`config.mk`:
```
export PLATFORM = sky130hd
export DESIGN_NAME = fixed_div
export DESIGN_NICKNAME = d
export VERILOG_FILES = /design/src/rtl/fixed_div.sv
export SDC_FILE = /design/constraint.sdc
export NUM_CORES = 1
export LEC_CHECK = 0
export ABC_CLOCK_PERIOD_IN_PS = 5700
export CORE_UTILIZATION = 30
export DETAILED_ROUTE_END_ITERATION = 8
export DONT_BUFFER_PORTS = 1
export HOLD_SLACK_MARGIN = 0.03
export PLACE_DENSITY = 0.42
export SLEW_MARGIN = 20
export SYNTH_ARGS = -nofsm -noshare
export SYNTH_HDL_FRONTEND = slang
export SYNTH_SLANG_ARGS = --single-unit
```
`constraint.sdc`:
```
create_clock -name clock -period 5.7 [get_ports clock]
set_input_delay 0.855 -clock clock [delete_from_list [all_inputs] [get_ports clock]]
set_output_delay 0.855 -clock clock [all_outputs]
set_load 0.01 [all_outputs]
```
`src/rtl/fixed_div.sv`:
```
// Signed fixed-point divider: pops a {num, den} pair, divides with a restoring radix-2
// loop over |num|<<Q_BITS and presents the saturated quotient on a FWFT output register.
module fixed_div #(
    parameter int DATA_WIDTH = 32,
    parameter int Q_BITS     = 10
) (
    input  logic                  clock,
    input  logic                  reset,
    input  logic [DATA_WIDTH-1:0] num,
    input  logic [DATA_WIDTH-1:0] den,
    input  logic                  in_empty,
    output logic                  in_rd_en,
    output logic [DATA_WIDTH-1:0] out,
    output logic                  out_dz,
    output logic                  out_empty,
    input  logic                  out_rd_en
);

    localparam int DW = DATA_WIDTH;
    localparam int N  = DATA_WIDTH + Q_BITS;
    localparam int CW = $clog2(N);

    localparam logic [DW-1:0] SAT_POS = {1'b0, {(DW-1){1'b1}}};
    localparam logic [DW-1:0] SAT_NEG = {1'b1, {(DW-1){1'b0}}};
    localparam logic [N-1:0]  LIM_POS = {{(N-DW+1){1'b0}}, {(DW-1){1'b1}}};
    localparam logic [N-1:0]  LIM_NEG = {{(N-DW){1'b0}}, 1'b1, {(DW-1){1'b0}}};
    localparam logic [CW-1:0] LAST    = CW'(N-1);
    localparam logic [CW-1:0] CNT_ONE = {{(CW-1){1'b0}}, 1'b1};

    typedef enum logic [1:0] {
        IDLE = 2'd0,
        DIV  = 2'd1,
        DONE = 2'd2
    } state_t;

    // One extra bit so the magnitude of the most negative value is representable.
    function automatic logic [DW:0] mag(input logic [DW-1:0] v);
        logic [DW:0] ext;
        ext = {v[DW-1], v};
        if (v[DW-1]) begin
            mag = (~ext) + {{DW{1'b0}}, 1'b1};
        end else begin
            mag = ext;
        end
    endfunction

    function automatic logic [DW-1:0] saturate(input logic [N-1:0] q, input logic neg);
        if (!neg && (q > LIM_POS)) begin
            saturate = SAT_POS;
        end else if (neg && (q > LIM_NEG)) begin
            saturate = SAT_NEG;
        end else if (neg) begin
            saturate = (~q[DW-1:0]) + {{(DW-1){1'b0}}, 1'b1};
        end else begin
            saturate = q[DW-1:0];
        end
    endfunction

    state_t          state_q, state_d;
    logic [CW-1:0]   cnt_q, cnt_d;
    logic [N-1:0]    div_q, div_d;
    logic [DW:0]     rem_q, rem_d;
    logic [DW:0]     den_q, den_d;
    logic            neg_q, neg_d;
    logic [DW-1:0]   out_q, out_d;
    logic            out_dz_q, out_dz_d;
    logic            out_empty_q, out_empty_d;

    logic [DW+1:0]   rem_shift_s;
    logic            ge_s;
    logic [DW:0]     rem_next_s;
    logic [N-1:0]    quo_next_s;
    logic [DW:0]     num_mag_s;
    logic            pop_s;

    assign out       = out_q;
    assign out_dz    = out_dz_q;
    assign out_empty = out_empty_q;

    // One restoring step: dividend bits shift out of div_q while quotient bits shift in.
    always_comb begin
        rem_shift_s = {rem_q, div_q[N-1]};
        ge_s        = (rem_shift_s >= {1'b0, den_q});
        rem_next_s  = ge_s ? (rem_shift_s[DW:0] - den_q) : rem_shift_s[DW:0];
        quo_next_s  = {div_q[N-2:0], ge_s};
        num_mag_s   = mag(num);
        pop_s       = (state_q == DONE) && !out_empty_q && out_rd_en;
    end

    // Next-state and datapath control.
    always_comb begin
        state_d     = state_q;
        cnt_d       = cnt_q;
        div_d       = div_q;
        rem_d       = rem_q;
        den_d       = den_q;
        neg_d       = neg_q;
        out_d       = out_q;
        out_dz_d    = out_dz_q;
        out_empty_d = 1'b1;
        in_rd_en    = 1'b0;
        case (state_q)
            IDLE: begin
                in_rd_en = !in_empty;
                if (!in_empty) begin
                    den_d = mag(den);
                    neg_d = num[DW-1] ^ den[DW-1];
                    div_d = N'({num_mag_s, {Q_BITS{1'b0}}});
                    rem_d = {(DW+1){1'b0}};
                    cnt_d = {CW{1'b0}};
                    if (den == {DW{1'b0}}) begin
                        out_d    = num[DW-1] ? SAT_NEG : SAT_POS;
                        out_dz_d = 1'b1;
                        state_d  = DONE;
                    end else begin
                        state_d  = DIV;
                    end
                end else begin
                    state_d = IDLE;
                end
            end
            DIV: begin
                div_d = quo_next_s;
                rem_d = rem_next_s;
                if (cnt_q == LAST) begin
                    out_d    = saturate(quo_next_s, neg_q);
                    out_dz_d = 1'b0;
                    state_d  = DONE;
                end else begin
                    cnt_d = cnt_q + CNT_ONE;
                end
            end
            DONE: begin
                // out_empty drops one edge after entering DONE, so a pop is only seen after that.
                if (pop_s) begin
                    state_d = IDLE;
                end else begin
                    out_empty_d = 1'b0;
                end
            end
            default: begin
                state_d = IDLE;
            end
        endcase
    end

    // State and datapath registers with synchronous reset.
    always_ff @(posedge clock) begin
        if (reset) begin
            state_q     <= IDLE;
            cnt_q       <= {CW{1'b0}};
            div_q       <= {N{1'b0}};
            rem_q       <= {(DW+1){1'b0}};
            den_q       <= {(DW+1){1'b0}};
            neg_q       <= 1'b0;
            out_q       <= {DW{1'b0}};
            out_dz_q    <= 1'b0;
            out_empty_q <= 1'b1;
        end else begin
            state_q     <= state_d;
            cnt_q       <= cnt_d;
            div_q       <= div_d;
            rem_q       <= rem_d;
            den_q       <= den_d;
            neg_q       <= neg_d;
            out_q       <= out_d;
            out_dz_q    <= out_dz_d;
            out_empty_q <= out_empty_d;
        end
    end

endmodule

```
Run 1, metal 1:
Bar = 50 um.
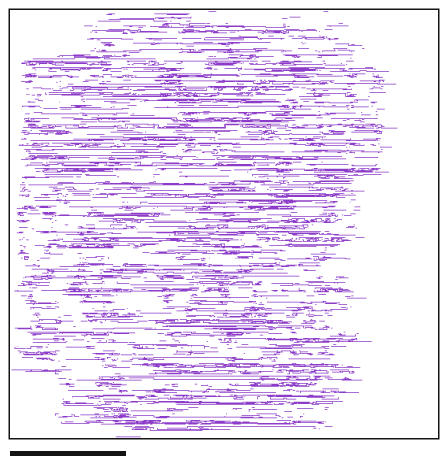
nets with wire on the layer: 1309
wire length on this layer: 17100 um
via count: 9520
Post-Route WL: 34.4 mm
grt met1 use: 29.5%

Run 1, metal 2:
Bar = 50 um. Cells faint in the background.
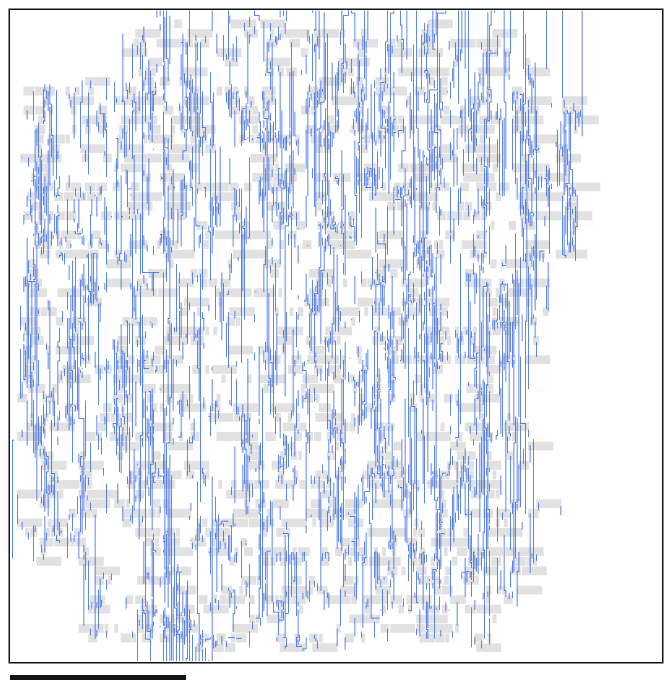
longest straight run: 66.1 um
wire length on this layer: 15100 um

==> impl_metrics.tcl, run 1 <==
# place-and-route summary
set metrics [dict create \
    status "finished clean" \
    top_cell "dfxtp_1" \
    powerComb_mw 2.10 \
    rr_startpoint "den_q[9]$_SDFFE_PP0P_" \
    fin_area_um2 11000 \
    clkbuf_count 21 \
    pwr-share-seq_pct 27.2 \
    pwr-share-comb_pct 45.7 \
    maxCapViolCount 0 \
    postRouteAntennaNets 0 \
    layout.non_clock_inverters 54 \
    worst_ep_required_time_ns 6.08 \
    dieArea_um2 34200 \
    antennaDiodeCount 0 \
    clk-power_mw 1.25 \
    crit_fanout 15 \
    synth_warnings 0 \
    synth_seq_share_pct 30.2 \
    route.met3.wl_mm 1.72 \
    worstPathArrival_ns 5.14 \
    aoi_share_pct 27.5 \
    bufAreaShareNonClock_pct 0.752 \
    reg_top3 "div_q: 42 flops, den_q: 33 flops, rem_q: 33 flops" \
    grt_pass1_wl_mm 53.4 \
    cts_tree "done" \
    yosysTopAreaCellShare_pct 30.2 \
    slew_headroom_pct 41.2 \
]
Run 1, met3 routing:
Bar = 50 um. Cells faint in the background.
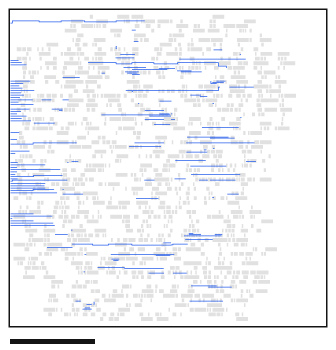
longest straight run: 54.1 um
wire length on this layer: 1720 um
nets with wire on the layer: 106
main direction: horizontal
share of all routed wire: 5.0%

Run 1, routing congestion:
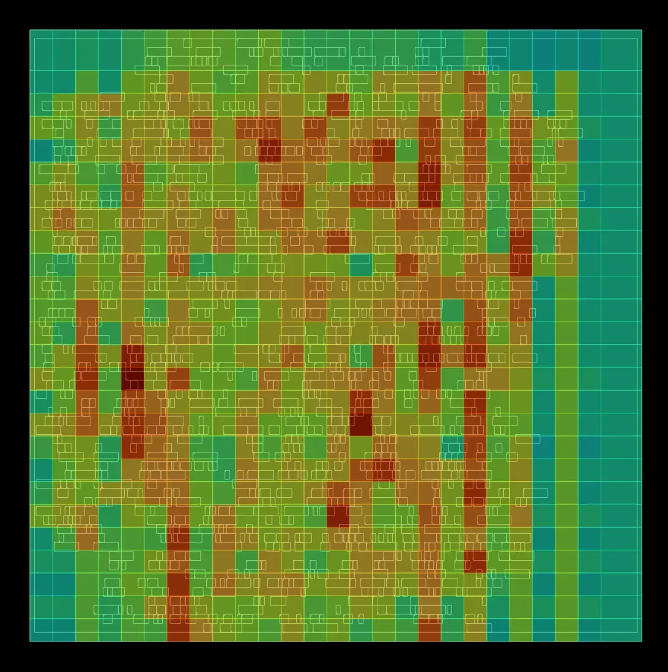
final design utilization: 33.6%
GRT busiest layer: met2
met3 usage: 4.15%
gr usage total: 20.6%
WL per Instance: 20.1 um

[run 1: how the worst max path moves through the flow]
stage	from	endpoint	slack [ns]	cells past startpoint
after floorplan	den_q[27]$_SDFFE_PP0P_	out[21]$_SDFFE_PP0P_	1.12	19
after global placement	den_q[31]$_SDFFE_PP0P_	out[6]$_SDFFE_PP0P_	1.05	16
after detailed placement	den_q[9]$_SDFFE_PP0P_	out[14]$_SDFFE_PP0P_	1.02	17
after CTS	den_q[11]$_SDFFE_PP0P_	out[14]$_SDFFE_PP0P_	0.97	17
after global routing	den_q[9]$_SDFFE_PP0P_	out[14]$_SDFFE_PP0P_	0.53	17
final	den_q[9]$_SDFFE_PP0P_	out[14]$_SDFFE_PP0P_	0.94	17
==> run 1 -> run 2 <==
- ABC_CLOCK_PERIOD_IN_PS: 5700 -> 4900
- clock period: 5.7 -> 4.9 ns (I/O delays scaled with it)
Run 2, met3 routing:
Bar = 50 um. Cells faint in the background.
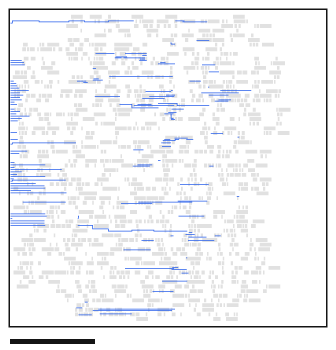
longest straight run: 46.0 um
share of all routed wire: 4.3%
nets with wire on the layer: 104
main direction: horizontal
wire length on this layer: 1480 um

==> run 2 against run 1 <==
Net effect:
- maximum frequency up 8.2%
- combinational power up 18%
- clock-buffer cell count down 1
- die area unchanged
- synthesized cell count unchanged
- register-to-register slack worse by 0.44 ns
- final area up 0.26%
- sequential share of layout area down 0.072 points
- power up 16%
==> impl_metrics.tcl, run 2 <==
# place-and-route summary
set metrics [dict create \
    wire_per_inst_um 20.1 \
    gr-usage-met1_pct 30.7 \
    endpoint "out[21]$_SDFFE_PP0P_" \
    dieArea_um2 34200 \
    clk-power_mw 1.44 \
    cts_tree "done" \
    status "finished clean" \
    crit_start "den_q[9]$_SDFFE_PP0P_" \
    pwr-share-seq_pct 27.1 \
    crit_fanout 8 \
    synth_warnings 0 \
    final_util_pct 33.7 \
    antennaDiodeCount 0 \
    postRouteAntennaNets 0 \
    maxCapViolCount 0 \
    worstPathArrival_ns 4.75 \
    grt_use_total_pct 20.8 \
    slew_headroom_pct 36.6 \
    route.met3.wl_mm 1.48 \
    synth_seq_share_pct 30.2 \
    worst_ep_required_time_ns 5.25 \
    wl_mm 34.4 \
    worst-path-stages 16 \
]
run 2: cell counts after synthesis:
No cell type changed its count.
run 2: cell families after synthesis:
family                     count (synthesis)  share of synthesized area, %
DFF                                      151                          30.2
muxes                                      8                         0.836
adders and majority gates                 39                          4.94
xor gates and xnor gates                 105                          9.17
and+or+nand+nor                          449                          22.1
buffers and inverters                    132                          5.24
AOI/OAI and AO/OA                        421                          27.5
run 2: final cells by class:
type / instances / area [um^2] / share of cell area, %
flip-flops and latches: 151 / 3020 / 27.4
repair buffers: 16 / 120 / 1.09
multi-input cells: 1022 / 6500 / 59.0
inverters: 54 / 203 / 1.84
clock inverters: 11 / 173 / 1.57
clock buffers: 20 / 447 / 4.05
well taps: 442 / 553 / 5.02
Power figures rest on the tool's default switching activity, not on a simulated workload.
